--- config.mk ---
export PLATFORM = sky130hd
export DESIGN_NAME = multi_sel_seq
export DESIGN_NICKNAME = d
export VERILOG_FILES = /design/src/rtl/multi_sel_seq.sv
export SDC_FILE = /design/constraint.sdc
export NUM_CORES = 1
export LEC_CHECK = 0
export ABC_CLOCK_PERIOD_IN_PS = 3910
export CAP_MARGIN = 20
export CORE_UTILIZATION = 54
export CTS_CLUSTER_SIZE = 14
export DETAILED_ROUTE_END_ITERATION = 7
export PLACE_DENSITY = 0.84
export SLEW_MARGIN = 20
export SYNTH_ARGS = -nofsm -noshare
export SYNTH_HDL_FRONTEND = slang
export SYNTH_SLANG_ARGS = --single-unit
--- constraint.sdc ---
create_clock -name clk -period 3.91 [get_ports clk]
set_input_delay 0.782 -clock clk [delete_from_list [all_inputs] [get_ports clk]]
set_output_delay 0.782 -clock clk [all_outputs]
set_load 0.02 [all_outputs]
--- src/rtl/multi_sel_seq.sv ---
// multi_sel_seq: constant-coefficient sequential multiplier.
// Accepts one unsigned sample through a valid/ready handshake. It then emits
// sample*COEF[k] for k = 0..NCOEF-1 on consecutive cycles. Each product is
// built from shift-add terms of a fixed coefficient. Samples can be chained
// back to back with no bubble.
//
// Optional feature macro: MULTI_SEL_BP_EN adds the out_ready port (output backpressure).
//
// Ports:
//   clk          clock, rising edge
//   rst          synchronous reset, active-high
//   d            input sample (DW bits)
//   in_valid     d is valid
//   in_ready     block can accept d this cycle (combinational)
//   input_grant  one-cycle pulse with the first product of a new sample
//   out          product d_reg*COEF[out_idx] (OW bits)
//   out_idx      coefficient index of out
//   out_valid    out/out_idx valid
//   out_ready    downstream accepts out (MULTI_SEL_BP_EN only)
module multi_sel_seq #(
  parameter int unsigned DW = 8,
  parameter int unsigned CW = 4,
  parameter int unsigned NCOEF = 4,
  parameter logic [NCOEF*CW-1:0] COEFS = 16'h8731,
  localparam int unsigned OW = DW + CW,
  localparam int unsigned IW = (NCOEF > 1) ? $clog2(NCOEF) : 1
) (
  input  logic          clk,
  input  logic          rst,
  input  logic [DW-1:0] d,
  input  logic          in_valid,
  output logic          in_ready,
  output logic          input_grant,
  output logic [OW-1:0] out,
  output logic [IW-1:0] out_idx,
`ifdef MULTI_SEL_BP_EN
  input  logic          out_ready,
`endif
  output logic          out_valid
);

`ifndef MULTI_SEL_BP_EN
  logic out_ready;
  assign out_ready = 1'b1;
`endif

  typedef enum logic [0:0] {StIdle, StRun} state_e;

  state_e        state_q, state_d;
  logic [DW-1:0] d_reg_q, d_reg_d;
  logic [OW-1:0] out_q, out_d;
  logic [IW-1:0] idx_q, idx_d;
  logic          valid_q, valid_d;
  logic          grant_q, grant_d;

  // The coefficient is a constant, so every set bit becomes one shifted addend.
  function automatic logic [OW-1:0] shift_add(input logic [DW-1:0] x, input logic [CW-1:0] c);
    logic [OW-1:0] acc;
    acc = '0;
    for (int b = 0; b < CW; b++) begin
      if (c[b]) acc = acc + (OW'(x) << b);
    end
    return acc;
  endfunction

  // One fixed-coefficient product per index from the held sample. Index 0 also
  // gets a product from the incoming sample so that a load can show it at once.
  logic [OW-1:0] prod_reg [NCOEF];
  logic [OW-1:0] prod_new0;

  for (genvar k = 0; k < NCOEF; k++) begin : g_prod
    assign prod_reg[k] = shift_add(d_reg_q, COEFS[k*CW +: CW]);
  end
  assign prod_new0 = shift_add(d, COEFS[CW-1:0]);

  logic          adv, last, accept;
  logic [IW-1:0] idx_nxt;

  assign adv      = valid_q & out_ready;
  assign last     = (idx_q == IW'(NCOEF - 1));
  assign in_ready = (state_q == StIdle) | (last & adv);
  assign accept   = in_valid & in_ready;
  assign idx_nxt  = idx_q + IW'(1);

  always_comb begin
    state_d = state_q;
    d_reg_d = d_reg_q;
    out_d   = out_q;
    idx_d   = idx_q;
    valid_d = valid_q;
    grant_d = 1'b0;
    unique case (state_q)
      StIdle: begin
        if (accept) begin
          state_d = StRun;
          d_reg_d = d;
          out_d   = prod_new0;
          idx_d   = '0;
          valid_d = 1'b1;
          grant_d = 1'b1;
        end
      end
      StRun: begin
        if (adv) begin
          if (!last) begin
            idx_d = idx_nxt;
            out_d = prod_reg[idx_nxt];
          end else if (accept) begin
            // Chain: the next sample's first product follows with no bubble.
            d_reg_d = d;
            out_d   = prod_new0;
            idx_d   = '0;
            grant_d = 1'b1;
          end else begin
            // out keeps the last product while idle.
            state_d = StIdle;
            valid_d = 1'b0;
            idx_d   = '0;
          end
        end
      end
      default: state_d = StIdle;
    endcase
  end

  always_ff @(posedge clk) begin
    if (rst) begin
      state_q <= StIdle;
      d_reg_q <= '0;
      out_q   <= '0;
      idx_q   <= '0;
      valid_q <= 1'b0;
      grant_q <= 1'b0;
    end else begin
      state_q <= state_d;
      d_reg_q <= d_reg_d;
      out_q   <= out_d;
      idx_q   <= idx_d;
      valid_q <= valid_d;
      grant_q <= grant_d;
    end
  end

  assign out         = out_q;
  assign out_idx     = idx_q;
  assign out_valid   = valid_q;
  assign input_grant = grant_q;

endmodule

run_1/ff_map.png
Scale bar: 20 um. Other sequential cells in the stronger gray, the rest of the logic in the fainter gray.
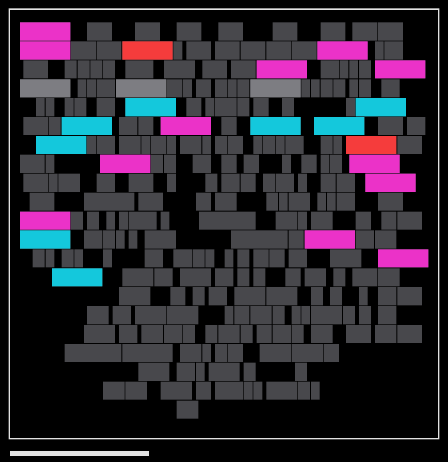
[cyan] d_reg_q | flops: 8
[magenta] out | flops: 12
[red] out_idx | flops: 2
not colored: 3

run_1/gates.png
Scale bar: 20 um.
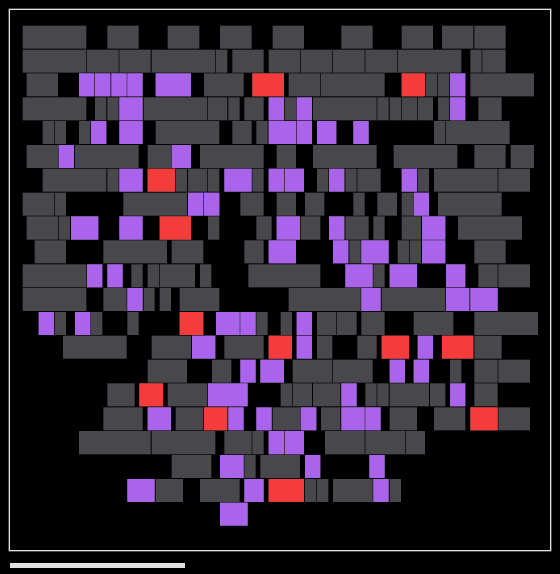
[red] non-inverting ao/oa cells | cells: 12 | most used: a21o_1
[purple] aoi and oai cells | cells: 75 | most used: a21oi_1

==> design notes, run 1 <==
The layout report gives the multi-input gate share of total cell area as 59.5%. For the design internal power, the log shows 0.401 mW. Looking at the power breakdown, sequential logic takes 48.3% of the total. During placement, the flow inserted port buffers numbering 27. The top logic cell family in the synthesized netlist is AND-OR/OR-AND gates. The run gives 0.930 for the final RePlAce weighted congestion. On the worst setup and hold paths after CTS, the clock-pin slew comes to 130 ps. The sequential share of cell area is 22.3%, and the non-filler instance count after layout is 305. For the worst path required time, the log shows 4120 ps. The tools report the quantity of gates resized following cts as 0.

Per report_power, the Sequential row totals 0.290 mW. For the worst setup path, the data arrival time is 3350 ps. For this run, the detailed router reports a per-instance via density of 6.15. After clock tree synthesis, the setup repair step added 0 buffers. For the number of max-slew violations in the final report, the log shows 0. The power density over cell area is 267 nW/um^2.

The logic area was 1340 sq um; the slew at the pin with the worst max-slew slack was 572 ps. Of the post-synthesis cell area, the dominant cell type holds 26.1%. The run gives 2 as the worst-case clock buffer depth.

Switching fraction of total power: 33.3%. The run gives 33.2% as the relative contribution of combinational cells to total power. The count of different cell masters after synthesis is 53, and the total cell area at the placement stage is 2220 sq um. In the final timing run, aggregate negative setup slack is 0 ps.

The endpoint of the worst hold path is reported as out[11]. With the static leakage at 0.884 nW, the post-synthesis to final-layout area growth is 17.2%. The stage delay of the slowest cell on the critical path was 430 ps.

The proportion of power drawn by the clock network is 18.5%. The highest clock frequency the design can meet is 319 MHz, and the met2 wire length is 2280 um. The synthesized netlist has a Yosys-reported chip area of 1920 sq um.

The fraction of synthesized cell area in xor and xnor cells was 3.20%; the count of instantiated cells in the yosys netlist was 235. For this run, the post-layout net count is 290. The run finished with clean final reports. The total CTS buffers was 3; the final period utilization was 80.2%. The run gives 10.4 ps as the final worst clock skew. For reference, the critical path cell chain is ha_1 > fa_1 > a21oi_1 > o21ai_0 > a21oi_1 > xor2_1 > ha_1 > nor2b_1 > mux4_2 > a2111oi_0 > a31oi_1. The tools report the startpoint of the lowest-slack hold path as out[11].

TritonCTS built the clock tree. The net count entering floorplan is 265. The post-synthesis async set-or-reset flop share came out at 0%. The AND-OR/OR-AND share of the synthesized area is 30.0%, and the number of rows created at floorplan is 21. The end of the worst register-to-register path was out[7]. For the clock group, total power comes out at 0.111 mW.

The initial utilization of the core area, before any placement, comes to 57.0%. The tools report the remaining global-route overflow as 0. The die covers 3790 sq um. The setup path with the least slack is of type register to register. Counting flops with a built-in enable in the synthesized netlist gives 0. The run gives 0.200 mW for the net switching power figure.
run_1/layers.png
Only two layers are drawn.
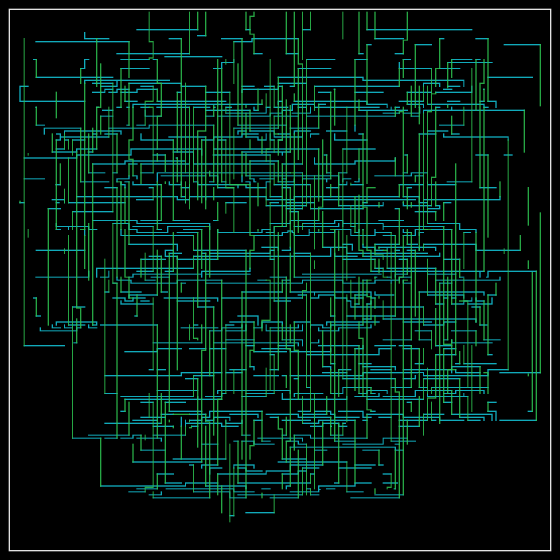
[cyan] M1 | wire length: 2,110 um
[green] M2 | wire length: 2,280 um

run 1: worst max path at each step:
stage	start	to	slack, ps
6_report	d_reg_q[1]	out[7]	770
3_3_place_gp	d_reg_q[1]	out[7]	860
2_1_floorplan	d_reg_q[1]	out[7]	1000
5_1_grt	d_reg_q[1]	out[7]	530
3_5_place_dp	d_reg_q[1]	out[7]	820
4_1_cts	d_reg_q[1]	out[7]	800
run 1: per-layer routing:
layer  track usage [%]  up-vias
met5                 0        -
met2              44.5       76
met4              7.30        0
met3              5.04        8
met1              35.5      865
li1                  -      926
run 1: logic make-up (layout without fill, tap and decap cells):
group | count (synthesis) | count (layout)
buf+inv | 20 | 44
flops | 25 | 25
compound gates | 87 | 87
fa+ha+maj | 19 | 19
mux | 6 | 6
simple gates | 71 | 71
xor+xnor | 7 | 7
run_1/pinout.png
Pins as bars across the die edge, other pins in gray.
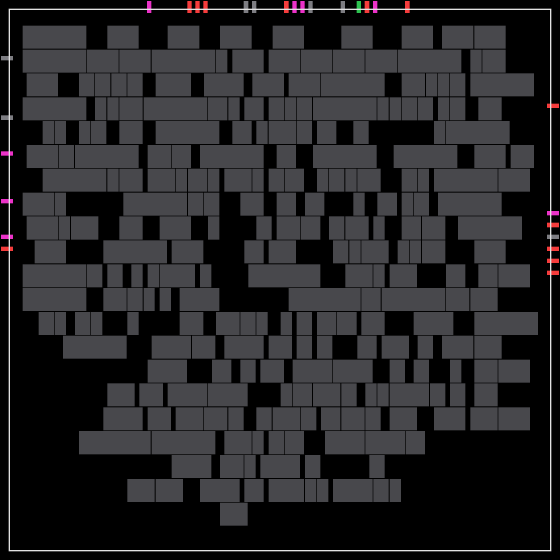

--- run 2 (diff from run 1) ---
- ABC_CLOCK_PERIOD_IN_PS: 3910 -> 2600
- CORE_UTILIZATION: 54 -> 49
- PLACE_DENSITY: 0.84 -> 0.81
- clock period: 3.91 -> 2.6 ns (I/O delays scaled with it)
run_2/pinout.png
Pins as bars across the die edge, other pins in gray.
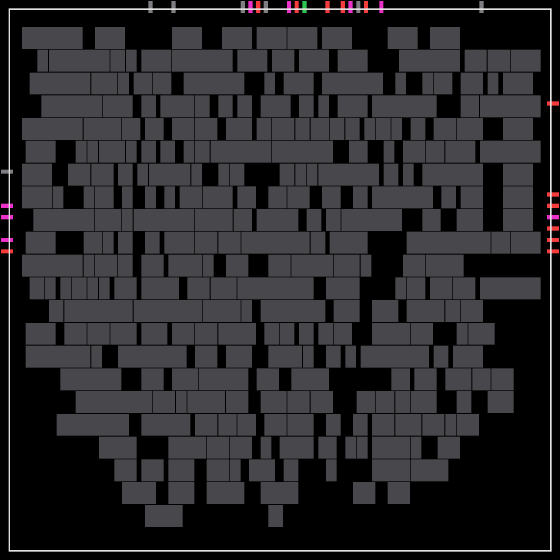
[green] out_valid | pins: 1 | direction: output | edge: north
[magenta] d | pins: 8 | direction: input | edge: 4 north, 3 west, 1 east
[red] out | pins: 12 | direction: output | edge: 6 east, 5 north, 1 west

run_2/ff_map.png
Scale bar: 20 um. Other sequential cells in the stronger gray, the rest of the logic in the fainter gray.
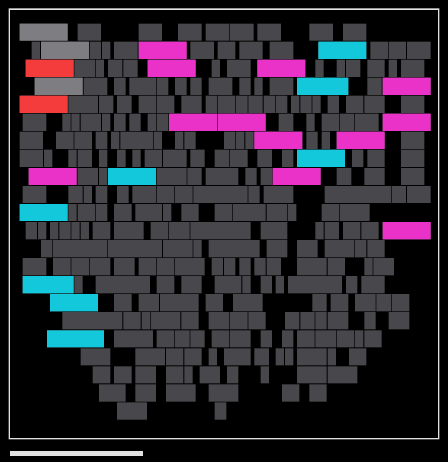
[red] out_idx | flops: 2
[magenta] out | flops: 12
[cyan] d_reg_q | flops: 8
not colored: 3

run_2/clock_nets.png
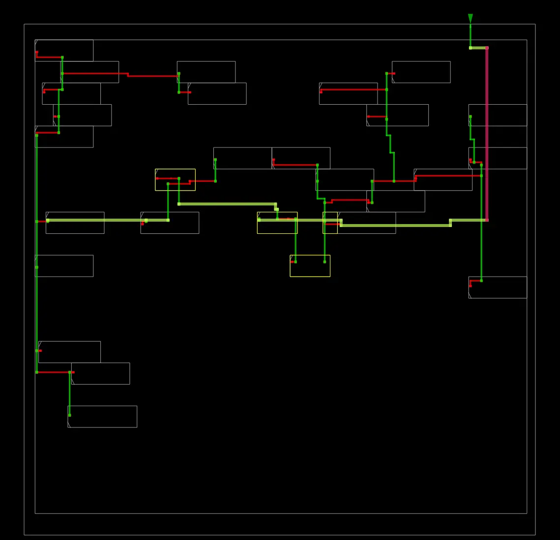
Post-Route Skew: 2.90 ps
clock tree buffer count of the final layout: 3
clock sinks: 25
CTS Buf Count: 3

==> run 2 against run 1 <==
  * The flow now finishes with violations (negative setup slack)
  * Clock power increased by 110%
  * Utilization increased by 4.4 points
  * Sequential share of layout area decreased by 3.1 points
==> design notes, run 2 <==
After layout, the inverter instance count without clock inverters stands at 11. With the count of different cell masters after synthesis at 53, the fraction of synthesized cell area in xor and xnor cells is 3.20%. The run finished, with violations left. Of all flip-flops after synthesis, the portion carrying an async set or reset was 0%. Yosys mapped a number of flops with a built-in enable equal to 0. Post-CTS repair changed the size of 17 cells. The tools report the number of hold violations in the final report as 0. Based on the critical path, the design can be clocked at up to 362 MHz.

Top logic cell family in the synthesized netlist: AND-OR/OR-AND gates. For the count of instantiated cells in the yosys netlist, the log shows 235. Registers represent a cell area share of 19.1%. Per the detailed placement report, the placed cell area equals 2470 sq um.

The top cell class by occupied area is combinational gates. For this run, the chip area from Yosys synthesis comes to 1920 sq um. For this design the ratio of total power to cell area is 397 nW/um^2.

The final worst slack is -165 ps. Launching instance or port of the critical path: d_reg_q[1]. In this run the static leakage power is 1.09 nW. The run gives 51.6% for the floorplan-stage core utilization.

OpenSTA lists the critical path endpoint as out[5]. The tools report the logic area as 1460 sq um. The final RePlAce weighted congestion was 0.882; the worst path required time was 2770 ps.

Counting pins that exceed their max-slew limit in the final report gives 0. The end of the worst register-to-register path is out[5]. When the netlist entered floorplanning its net count stood at 265.

The cell sequence reported for the critical path is buf_6 > fa_2 > a21o_1 > a21oi_2 > xnor2_2 > ha_4 > o21ai_2 > nor2_2 > nor2_1 > mux4_2 > o21a_1. The data arrival time reported for the critical path is 2930 ps. The run gives 322 as the total number of nets in the final design.

The launch point of the worst min-delay path is recorded as out[11]. Excluding fillers, the count of instances in the completed layout stands at 339. TritonCTS built the clock tree.

For this run, the slowest stage of the critical path takes 470 ps. The synthesized design devotes to its leading area cell type 26.1% of total area. With the remaining global-route overflow at 0, the slew at the pin with the worst max-slew slack is 611 ps. The first global-routing pass estimated 9340 um of wire.

The post-CTS setup repair buffer count came out at 1. The commonest cells after synthesis are dfxtp_1, nand2_1, a21oi_1, o21ai_0, ha_1. In the hold report, the worst path ends at out[11]. According to the floorplan report, the total die area is 4170 sq um.

The detailed-route vias per instance works out to 6.15. Per the layout area report, the combinational fraction of cell area is 55.3%. Looking at the setup timing report, the critical path kind is register to register. The report lists the number of standard-cell rows as 22. In the CTS report, the clock slew at the register clock pins of the worst setup and hold paths is listed as 90 ps. As logged by OpenROAD, the buffers inserted on ports number 27. The commonest register cell after synthesis was dfxtp_1. CTS reports a maximum clock tree buffer depth of 2.

With the total setup violations reported at the end of the flow at 6, the post-synthesis to final-layout area growth is 38.1%. The tree is rooted in a clkbuf_8. Of the available clock period, the critical path in the final layout requires 106%. The checks that failed: negative setup slack.
==> run 2: metrics by stage <==
stage / setup TNS, ps / util (%)
after floorplan: -113 / -
after global placement: -561 / 66.6
after detailed placement: -948 / 66.6
after CTS: -450 / 70.0
after global routing: -1510 / 71.2
final: -655 / 71.2
==> run 2: power by group <==
group | internal [mW] | switching (mW) | total (mW) | leakage, nW
Combinational | 0.189 | 0.201 | 0.390 | 0.855
Clock | 0.107 | 0.121 | 0.229 | 0.0255
Sequential | 0.408 | 0.0241 | 0.432 | 0.207
Total | 0.704 | 0.347 | 1.05 | 1.09
==> run 2: metal layers <==
layer	wire [um]	global-route usage, %
met1	2390	36.6
met2	2830	49.7
met3	364	4.58
met4	173	11.7
met5	0	0
Power is estimated from default activity; no workload was simulated.
